`config.mk`:
```
export PLATFORM = sky130hd
export DESIGN_NAME = bit_collector_flat
export DESIGN_NICKNAME = d
export VERILOG_FILES = /design/src/rtl/bit_collector_pkg.sv /design/src/rtl/bit_collector_if.sv /design/src/rtl/sat_counter.sv /design/src/rtl/bit_collector.sv /design/src/flat_wrapper.sv
export SDC_FILE = /design/constraint.sdc
export NUM_CORES = 1
export LEC_CHECK = 0
export ABC_CLOCK_PERIOD_IN_PS = 1500
export CAP_MARGIN = 25
export CORE_UTILIZATION = 47
export DETAILED_ROUTE_END_ITERATION = 6
export PLACE_DENSITY = 0.77
export SETUP_SLACK_MARGIN = 0.4
export SYNTH_ARGS = -nofsm -noshare
export SYNTH_HDL_FRONTEND = slang
export SYNTH_SLANG_ARGS = --single-unit
```
`constraint.sdc`:
```
create_clock -name clk -period 1.5 [get_ports clk]
set_input_delay 0.3 -clock clk [delete_from_list [all_inputs] [get_ports clk]]
set_output_delay 0.3 -clock clk [all_outputs]
set_load 0.02 [all_outputs]
```
`src/rtl/bit_collector_pkg.sv`:
```
// Shared types and constants for the bit collector: FSM states, default
// geometry and the carry-counter saturation value.
package bit_collector_pkg;

   localparam int DEF_WIDTH = 8;
   localparam int DEF_CNT_W = 4;

   typedef enum logic {
      FILL = 1'b0,
      HOLD = 1'b1
   } state_e;

   // All-ones value of a cnt_w-bit counter; cnt_w = 32 wraps correctly to 32'hFFFF_FFFF.
   function automatic int unsigned sat_val(input int unsigned cnt_w);
      return (32'd1 << cnt_w) - 32'd1;
   endfunction

endpackage

```
`src/rtl/bit_collector_if.sv`:
```
// Bit-pair input handshake and packed-word output handshake of the bit collector.
interface bit_collector_if
   import bit_collector_pkg::*;
#(
   parameter int WIDTH = DEF_WIDTH,
   parameter int CNT_W = DEF_CNT_W
) ();

   logic             in_valid;
   logic             in_ready;
   logic             y_in;
   logic             carry_in;
   logic             out_valid;
   logic             out_ready;
   logic [WIDTH-1:0] out_word;
   logic [CNT_W-1:0] carry_count;
   logic             carry_sat;

   modport master (
      output in_valid, y_in, carry_in, out_ready,
      input  in_ready, out_valid, out_word, carry_count, carry_sat
   );

   modport slave (
      input  in_valid, y_in, carry_in, out_ready,
      output in_ready, out_valid, out_word, carry_count, carry_sat
   );

endinterface

```
`src/rtl/sat_counter.sv`:
```
// Saturating up-counter with synchronous clear; sat is sticky until the next clear.
module sat_counter
   import bit_collector_pkg::*;
#(
   parameter int CNT_W = DEF_CNT_W
) (
   input  logic             clk,
   input  logic             rst_n,
   input  logic             clr,
   input  logic             inc,
   output logic [CNT_W-1:0] count,
   output logic             sat
);

   localparam logic [CNT_W-1:0] MAX = CNT_W'(sat_val(CNT_W));

   always_ff @(posedge clk or negedge rst_n) begin
      if (!rst_n) begin
         count <= '0;
         sat   <= 1'b0;
      end else if (clr) begin
         count <= '0;
         sat   <= 1'b0;
      end else if (inc) begin
         if (count == MAX) begin
            sat <= 1'b1;
         end else begin
            count <= count + CNT_W'(1);
         end
      end
   end

endmodule

```
`src/rtl/bit_collector.sv`:
```
// Packs WIDTH accepted bits LSB-first into a word, counts carries per word and
// holds the result on the output handshake until it is consumed.
//
//   state | meaning
//   ------+---------------------------------------------------------------
//   FILL  | in_ready=1, accepting bit pairs into out_word[idx]
//   HOLD  | out_valid=1, word and carry count frozen until out_ready
module bit_collector
   import bit_collector_pkg::*;
#(
   parameter int WIDTH = DEF_WIDTH,
   parameter int CNT_W = DEF_CNT_W
) (
   input logic              clk,
   input logic              rst_n,
   bit_collector_if.slave   bus
);

   localparam int              IDX_W    = (WIDTH > 1) ? $clog2(WIDTH) : 1;
   localparam logic [IDX_W-1:0] LAST_IDX = IDX_W'(WIDTH - 1);

   state_e           state_q;
   state_e           state_d;
   logic [IDX_W-1:0] idx_q;
   logic [WIDTH-1:0] word_q;
   logic             accept;
   logic             clr;
   logic [CNT_W-1:0] carry_count;
   logic             carry_sat;

   always_ff @(posedge clk or negedge rst_n) begin
      if (!rst_n) begin
         state_q <= FILL;
      end else begin
         state_q <= state_d;
      end
   end

   // out_ready only matters in HOLD, so a handoff never overlaps an accept.
   always_comb begin
      state_d = state_q;
      accept  = 1'b0;
      clr     = 1'b0;
      case (state_q)
         FILL: begin
            if (bus.in_valid) begin
               accept = 1'b1;
               if (idx_q == LAST_IDX) begin
                  state_d = HOLD;
               end
            end
         end
         HOLD: begin
            if (bus.out_ready) begin
               clr     = 1'b1;
               state_d = FILL;
            end
         end
         default: state_d = FILL;
      endcase
   end

   always_ff @(posedge clk or negedge rst_n) begin
      if (!rst_n) begin
         idx_q  <= '0;
         word_q <= '0;
      end else if (clr) begin
         word_q <= '0;
      end else if (accept) begin
         word_q[idx_q] <= bus.y_in;
         idx_q         <= (idx_q == LAST_IDX) ? '0 : idx_q + IDX_W'(1);
      end
   end

   sat_counter #(
      .CNT_W (CNT_W)
   ) u_carry_cnt (
      .clk   (clk),
      .rst_n (rst_n),
      .clr   (clr),
      .inc   (accept & bus.carry_in),
      .count (carry_count),
      .sat   (carry_sat)
   );

   assign bus.in_ready    = (state_q == FILL);
   assign bus.out_valid   = (state_q == HOLD);
   assign bus.out_word    = word_q;
   assign bus.carry_count = carry_count;
   assign bus.carry_sat   = carry_sat;

endmodule

```
`src/flat_wrapper.sv`:
```
// flat-port wrapper written by rule: the top's interface ports become plain ports
module bit_collector_flat import bit_collector_pkg::*;
#(
   parameter int WIDTH = DEF_WIDTH,
   parameter int CNT_W = DEF_CNT_W
)
  (clk, rst_n, bus_in_valid, bus_y_in, bus_carry_in, bus_out_ready, bus_in_ready, bus_out_valid, bus_out_word, bus_carry_count, bus_carry_sat);
  bit_collector_if #(.WIDTH(WIDTH), .CNT_W(CNT_W)) bus_i ();
  input logic clk;
  input logic rst_n;
  input wire logic [$bits(bus_i.in_valid)-1:0] bus_in_valid;
  input wire logic [$bits(bus_i.y_in)-1:0] bus_y_in;
  input wire logic [$bits(bus_i.carry_in)-1:0] bus_carry_in;
  input wire logic [$bits(bus_i.out_ready)-1:0] bus_out_ready;
  output wire logic [$bits(bus_i.in_ready)-1:0] bus_in_ready;
  output wire logic [$bits(bus_i.out_valid)-1:0] bus_out_valid;
  output wire logic [$bits(bus_i.out_word)-1:0] bus_out_word;
  output wire logic [$bits(bus_i.carry_count)-1:0] bus_carry_count;
  output wire logic [$bits(bus_i.carry_sat)-1:0] bus_carry_sat;
  assign bus_i.in_valid = bus_in_valid;
  assign bus_i.y_in = bus_y_in;
  assign bus_i.carry_in = bus_carry_in;
  assign bus_i.out_ready = bus_out_ready;
  assign bus_in_ready = bus_i.in_ready;
  assign bus_out_valid = bus_i.out_valid;
  assign bus_out_word = bus_i.out_word;
  assign bus_carry_count = bus_i.carry_count;
  assign bus_carry_sat = bus_i.carry_sat;
  bit_collector #(.WIDTH(WIDTH), .CNT_W(CNT_W)) u_core (.clk(clk), .rst_n(rst_n), .bus(bus_i));
endmodule
```
==> impl_metrics.yaml, run 1 <==
# synthesis and place-and-route metrics
layout:
  fillers: 97
  drive_gt1_share_pct: 43.6
  area_growth_pct: 54.2
  postLayoutCellArea_um2: 1290
  regArea_um2: 432
  diodes: 0
final_timing:
  post-route-worst-setup-slack_ps: 242
  drv_slew: 0
  post-route-period-util_pct: 83.9
  rsz0062_at_grt: "yes"
  hold_viol_final: 0
  setup_tns_ps: 0
  worst_slew_pin_slew_ps: 315
logic_synthesis:
  syn_inst: 79
  ys_warn_count: 0
  ys_seq_share_pct: 50.9
  synth.avg_cell_area_um2: 10.6
  synth-seq-cells: 17
  fp_nets: 88
routing:
  drt_pass1_iterations: 6
  viasPerCell: 5.63
  post-route-drc-count: 4
critical_path:
  crit_arrival_ps: 1450
  critPathMaxStageDelay_ps: 530
  cpMaxStageDelayCell: "clkdlybuf4s50_1"
  endpoint_kind: "register"
  worst_ep_required_time_ps: 1690
  crit_type: "in -> reg"
global_routing:
  antenna_found_initial: 0
  grt_pass1_vias: 789
  grt_overflow: 0
  grt_max_degree: 18
flow_run:
  drv_cap: 0
  warning_count: 29
floorplan:
  io_pins: 21
  fp.dieArea_um2: 1950
power_and_ir_drop:
  power.leakage_uw: 0.000664
clocking:
  root_buffer: "clkbuf_4"
  cts-htree-levels: 1
  clk_pin_slew_ps: 110
  ctsHoldBuffers: 0
  cts_sinks: 17
  clockBufferDepth: 2
status:
  status: "finished, violations left"
  violations: "design-rule violations"
placement:
  pre_cts_ws_ps: -66.0
  port_buffers: 20
run 1: final timing paths:
kind | startpoint | to | slack (ps) | depth (start not counted)
max | bus_in_valid | u_core.idx_q[2]$_DFFE_PN0P_ | 240 | 4
max reg2reg | u_core.bus.out_valid$_DFF_PN0_ | u_core.idx_q[2]$_DFFE_PN0P_ | 260 | 4
max in group asynchronous | rst_n | u_core.u_carry_cnt.count[0]$_DFFE_PN0P_ | 970 | 2
min | rst_n | u_core.idx_q[0]$_DFFE_PN0P_ | 320 | 2
min reg2reg | u_core.bus.out_word[2]$_DFFE_PN0P_ | u_core.bus.out_word[2]$_DFFE_PN0P_ | 560 | 2
min in group clk | u_core.bus.out_word[2]$_DFFE_PN0P_ | u_core.bus.out_word[2]$_DFFE_PN0P_ | 560 | 2
run 1: critical path: cells and delay by family:
| kind | cells | cell delay [ps] |
|---|---|---|
| and+or+nand+nor | 1 | 180 |
| buffers and inverters | 2 | 670 |
| muxes | 1 | 300 |
run 1: state kept, by name (all words and copies together) (netlist names):
signal and cells:
u_core.bus.out_word 8, u_core.u_carry_cnt.count 4, u_core.idx_q 3, u_core.bus.out_valid 1, u_core.u_carry_cnt.sat 1
run 1: Yosys cell counts (all sizes together):
cell | count | share of area, %
ha | 3 | 4.5
o21ai | 5 | 3.0
mux2 | 3 | 4.0
nand3b | 2 | 1.8
nor3b | 1 | 1.5
inv | 5 | 2.2
nand2 | 16 | 7.2
and3 | 1 | 0.75
nand4 | 1 | 0.75
nor2b | 1 | 1.0
nand4b | 3 | 3.1
dfrtp | 17 | 51
mux2i | 11 | 13
nand3 | 6 | 3.6
buf | 2 | 1.5
nor2 | 2 | 0.90
run 1: final cells by class:
class	instances	share of cell area, %
multi-input cells	55	34.7
flip-flops and latches	17	33.5
repair buffers	36	26.7
clock buffers	3	1.75
well taps	16	1.55
inverters	5	1.46
clock inverters	1	0.388
run 1: repair_timing:
item / 4_1_cts / 5_1_grt
setup buffers: 6 / 4
setup endpoints to repair: 31 / 32
pin swaps: 5 / 2
resized: 97 / 1
run 1: kinds of logic (layout without fill, tap and decap cells):
group | after synthesis | after routing | share of synthesized area [%]
AOI/OAI and AO/OA | 5 | 5 | 2.99
adders and majority gates | 3 | 3 | 4.49
buffers and inverters | 7 | 45 | 3.74
DFF | 17 | 17 | 50.9
muxes | 14 | 14 | 17.2
and+or+nand+nor | 33 | 33 | 20.7
run 1: metrics by stage:
stage / cells / power (µW) / util (%)
2_1_floorplan: 79 / 1650 / -
3_3_place_gp: 119 / 2140 / 71.9
3_5_place_dp: 119 / 2200 / 71.9
4_1_cts: 129 / 2670 / 79.5
5_1_grt: 133 / 2960 / 81.7
6_report: 133 / 2770 / 81.7
run 1: power by group:
| part | internal [µW] | switching [µW] | total, µW |
|---|---|---|---|
| sequential | 683 | 231 | 914 |
| combinational | 868 | 724 | 1590 |
| clock | 99.3 | 162 | 261 |
run 1: layer usage:
| metal | vias to the layer above | GRT usage, % | routed length, µm |
|---|---|---|---|
| met5 | - | 0 | 0 |
| met4 | 0 | 13.9 | 66 |
| met3 | 9 | 6.12 | 89 |
| met2 | 24 | 40.9 | 1060 |
| met1 | 368 | 27.4 | 879 |
| li1 | 348 | - | - |
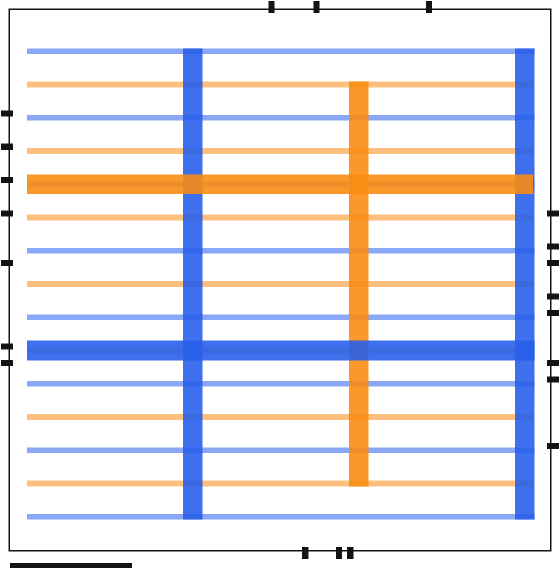
*Supply network, run 1*
The bar under the picture is 10 µm long. Pins as bars on the die edge.
Key: blue = VSS; orange = VDD
15 met1 rails follow the rows. 2 straps on met5. 21 signal pins sit on the boundary. 3 straps on met4.
Die Wd: 44.2 µm
die outline height: 44.2 µm
Worst VDD drop: 1.19 mV
Core Area: 1580 µm²

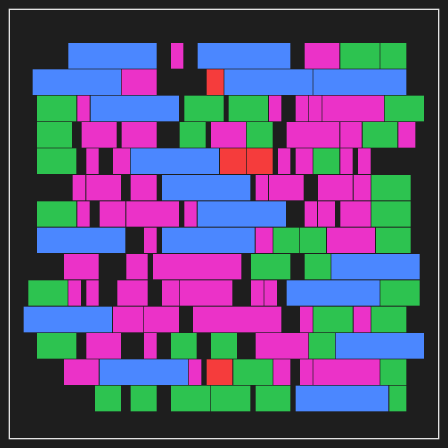
*Cell classes on the final placement, run 1*
Key: red = clock drivers and dummy loads [cells 4, share of their area 2.2%]; magenta = all other logic [cells 60, share of their area 37%]; blue = flip-flops [cells 17, share of their area 34%]; green = other buffers and delay cells [cells 36, share of their area 27%]
row count: 14
Layout Utilization: 81.7%

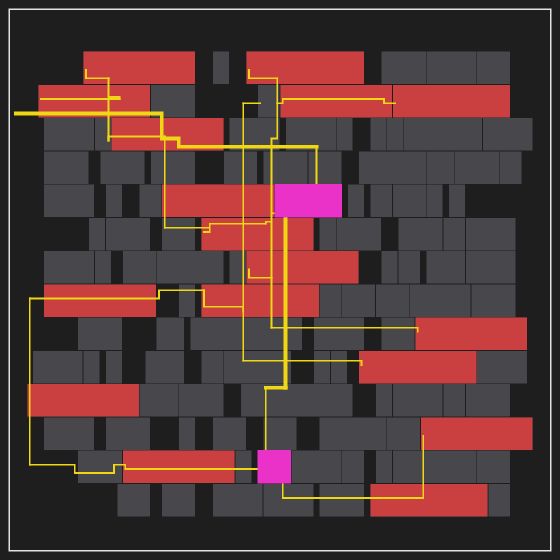
*Clock distribution, run 1*
Key: yellow = clock wires [length 255 µm]; red = flip-flops [count 17]; magenta = cells driving clock nets [count 3]
There are 4 routed clock nets. Position of the flops: widely spread.
clk latency late pin: 300 ps
clock-net power: 261 µW
clock skew: 3.93 ps

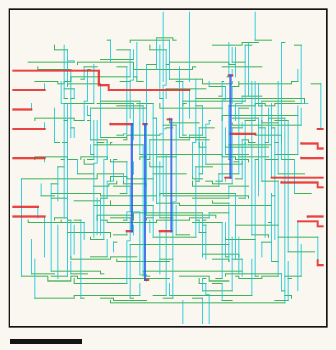
*Metal layers overlaid, run 1*
The bar under the picture is 10 µm long.
Key: blue = met4 [wire length 66.6 µm]; green = met1 [wire length 880 µm]; red = met3 [wire length 89.6 µm]; cyan = met2 [wire length 1060 µm]
total track usage: 24.1%
WL/cell: 15.7 µm
drt total wl: 2090 µm
via count: 749

--- run 2 (diff from run 1) ---
ABC_CLOCK_PERIOD_IN_PS = 1200   (was 1500)
clock period = 1.2 ns   (was 1.5 ns; I/O delays follow)
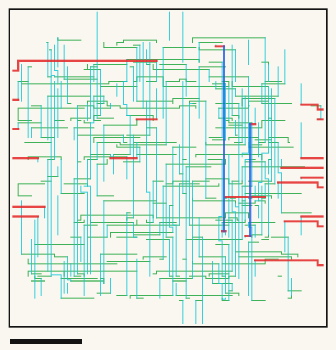
*Metal layers overlaid, run 2*
The bar under the picture is 10 µm long.
Key: cyan = met2 [wire length 1090 µm]; red = met3 [wire length 90.8 µm]; green = met1 [wire length 828 µm]; blue = met4 [wire length 41.5 µm]
drt total wl: 2050 µm
total track usage: 23.3%

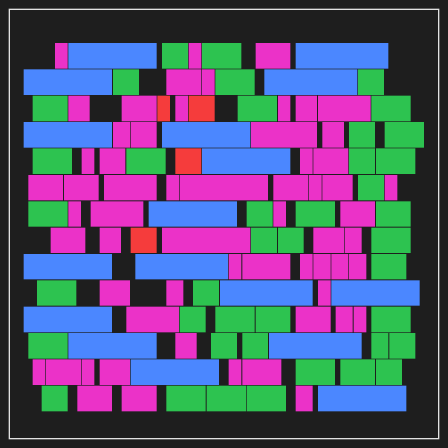
*Cell classes on the final placement, run 2*
Key: green = other buffers and delay cells [cells 41, share of their area 29%]; red = clock drivers and dummy loads [cells 4, share of their area 2.0%]; magenta = all other logic [cells 60, share of their area 36%]; blue = flip-flops [cells 17, share of their area 33%]

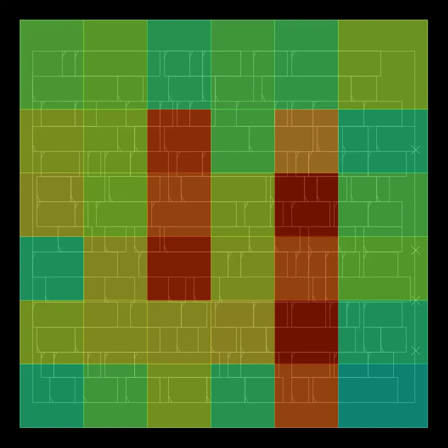
*Track usage over the die, run 2*
met3 usage: 4.08%
GR peak layer: met2

==> impl_metrics.yaml, run 2 <==
# synthesis and place-and-route metrics
status:
  status: "finished, violations left"
  violations: "design-rule violations, negative setup slack"
routing:
  final_antenna_net_count: 0
  wl_per_cell_um: 14.8
  drt_pass1_iterations: 6
  post-route-drc-count: 4
  vias: 754
  viasPerCell: 5.46
power_and_ir_drop:
  power_frac_comb_pct: 60.3
  power.leakage_uw: 0.000700
  intPower_uw: 2170
  p_sw_share_pct: 39.2
  power_switching_uw: 1400
  power_frac_seq_pct: 31.3
  clkPwrFrac_pct: 8.3
  p_total_uw: 3580
critical_path:
  crit_type: "reg -> reg"
  critPathMaxStageDelay_ps: 440
  endpoint_kind: "register"
  worst_ep_required_time_ps: 1370
  reg2reg_setup_slack_ps: -50
  crit_arrival_ps: 1420
final_timing:
  rsz0062_at_grt: "yes"
  post-route-worst-setup-slack_ps: -45.7
  post-route-period-util_pct: 104
  hold_viol_final: 0
  skew_ps: 5.74
  worst_slew_pin_slew_ps: 321
  drv_slew: 0
  setup_viol_count_final: 7
flow_run:
  warning_count: 29
  drv_cap: 0
global_routing:
  grt_overflow: 0
  antenna_found_initial: 0
  grt_use_met2_pct: 41.5
  grt_max_degree: 18
  grt_pass1_vias: 771
  grtUsageMet1_pct: 27.6
logic_synthesis:
  ys_sh_aoi_pct: 2.99
  ys_sh_adder_pct: 4.49
  ff_type: "dfrtp_1"
  fp_nets: 88
  edf_count: 0
  synth.avg_cell_area_um2: 10.6
  xor_share_pct: 0
  synthTopCellsByArea: "dfrtp_1 51%, mux2i_1 13%, nand2_1 7.2%"
  top_cells_by_count: "17 x dfrtp_1, 16 x nand2_1, 11 x mux2i_1, 6 x nand3_1, 5 x inv_1"
  synth_top_cell_by_area: "dfrtp_1"
  yosysTopAreaCellShare_pct: 50.9
  synthArstFlopShare_pct: 100
  simple_gate_share_pct: 20.7
  logic_family: "simple AND/OR/NAND/NOR gates"
  ys_warn_count: 0
  ys_seq_share_pct: 50.9
  yosysMostFrequentCell: "dfrtp_1"
clocking:
  root_buffer: "clkbuf_4"
  worstSkewPairLatency_ps: 280
  cts_sinks: 17
  clk_pin_slew_ps: 100
  ctsHoldBuffers: 0
  clockBufferDepth: 2
  cts-htree-levels: 1
placement:
  port_buffers: 20
layout:
  layout_top_cells: "19 x buf_6, 16 x buf_4, 12 x nand2_1, 12 x dfrtp_1, 11 x mux2i_1"
  largest_register_ffs: 8
  drive_gt1_share_pct: 48.4
  fillers: 97
  area_growth_pct: 60.8
  post-route-util_pct: 85.2
  diodes: 0
floorplan:
  die_y_um: 44.2
  die_w_um: 44.2
  fp.dieArea_um2: 1950
  num_rows: 14
  coreArea_um2: 1580
-- run 2: layout make-up --
class	count	area [µm²]	share of cell area (%)
tap	16	20.0	1.49
timing repair buffer	41	389	29.0
inverter	5	18.8	1.40
sequential	17	432	32.1
clock buffer	4	26.3	1.96
multi-input combinational	55	458	34.1
-- run 2: metal layers --
metal | up-vias | share of wire, %
li1 | 357 | -
met1 | 368 | 40
met2 | 25 | 53
met3 | 4 | 4.4
met4 | 0 | 2.0
met5 | - | 0
-- run 2: timing repair --
action / in CTS / in global routing
pin swaps: 5 / 0
setup buffers: 5 / 2
setup endpoints to repair: 32 / 32
resized: 100 / 6
gates cloned: 1 / 0
-- run 2: worst max-delay path: cells and delay by family, from the launching register on --
kind                   cells  cell delay, ps
AND/OR/NAND/NOR            1             120
buffers and inverters      2             280
flip-flops                 1             440
multiplexers               1             300
-- run 2: worst paths after layout --
| path | cells after the start | end | startpoint |
|---|---|---|---|
| worst max-delay path | 4 | u_core.idx_q[2]$_DFFE_PN0P_ | u_core.bus.out_valid$_DFF_PN0_ |
| worst min-delay path | 2 | u_core.u_carry_cnt.sat$_DFFE_PN0P_ | rst_n |
| worst max register to register | 4 | u_core.idx_q[2]$_DFFE_PN0P_ | u_core.bus.out_valid$_DFF_PN0_ |
| worst min register to register | 2 | u_core.u_carry_cnt.sat$_DFFE_PN0P_ | u_core.u_carry_cnt.sat$_DFFE_PN0P_ |
| max in group asynchronous | 2 | u_core.u_carry_cnt.count[1]$_DFFE_PN0P_ | rst_n |
| min in group clk | 2 | u_core.u_carry_cnt.sat$_DFFE_PN0P_ | u_core.u_carry_cnt.sat$_DFFE_PN0P_ |
-- run 2: logic make-up after synthesis --
kind of cell	count (synthesis)
DFF	17
buffers and inverters	7
muxes	14
and+or+nand+nor	33
adders and majority gates	3
AOI/OAI and AO/OA	5
-- run 2: metrics by stage --
stage | setup slack [ps] | instance area, µm² | setup TNS [ps]
final | -45.7 | 1340 | -160
after global routing | -70.6 | 1340 | -699
after CTS | -35.2 | 1310 | -117
after detailed placement | -326 | 1190 | -4060
after global placement | -279 | 1190 | -3450
after floorplan | 27.9 | 887 | 0
-- run 2: power by group through the flow --
| stage | clock (µW) | sequential [µW] | combinational (µW) |
|---|---|---|---|
| 2_1_floorplan | 0 | 1380 | 692 |
| 3_3_place_gp | 0 | 1060 | 1790 |
| 3_5_place_dp | 0 | 1070 | 1840 |
| 4_1_cts | 314 | 1110 | 2060 |
| 5_1_grt | 344 | 1150 | 2320 |
| 6_report | 299 | 1120 | 2160 |
Power is estimated from default activity; no workload was simulated.
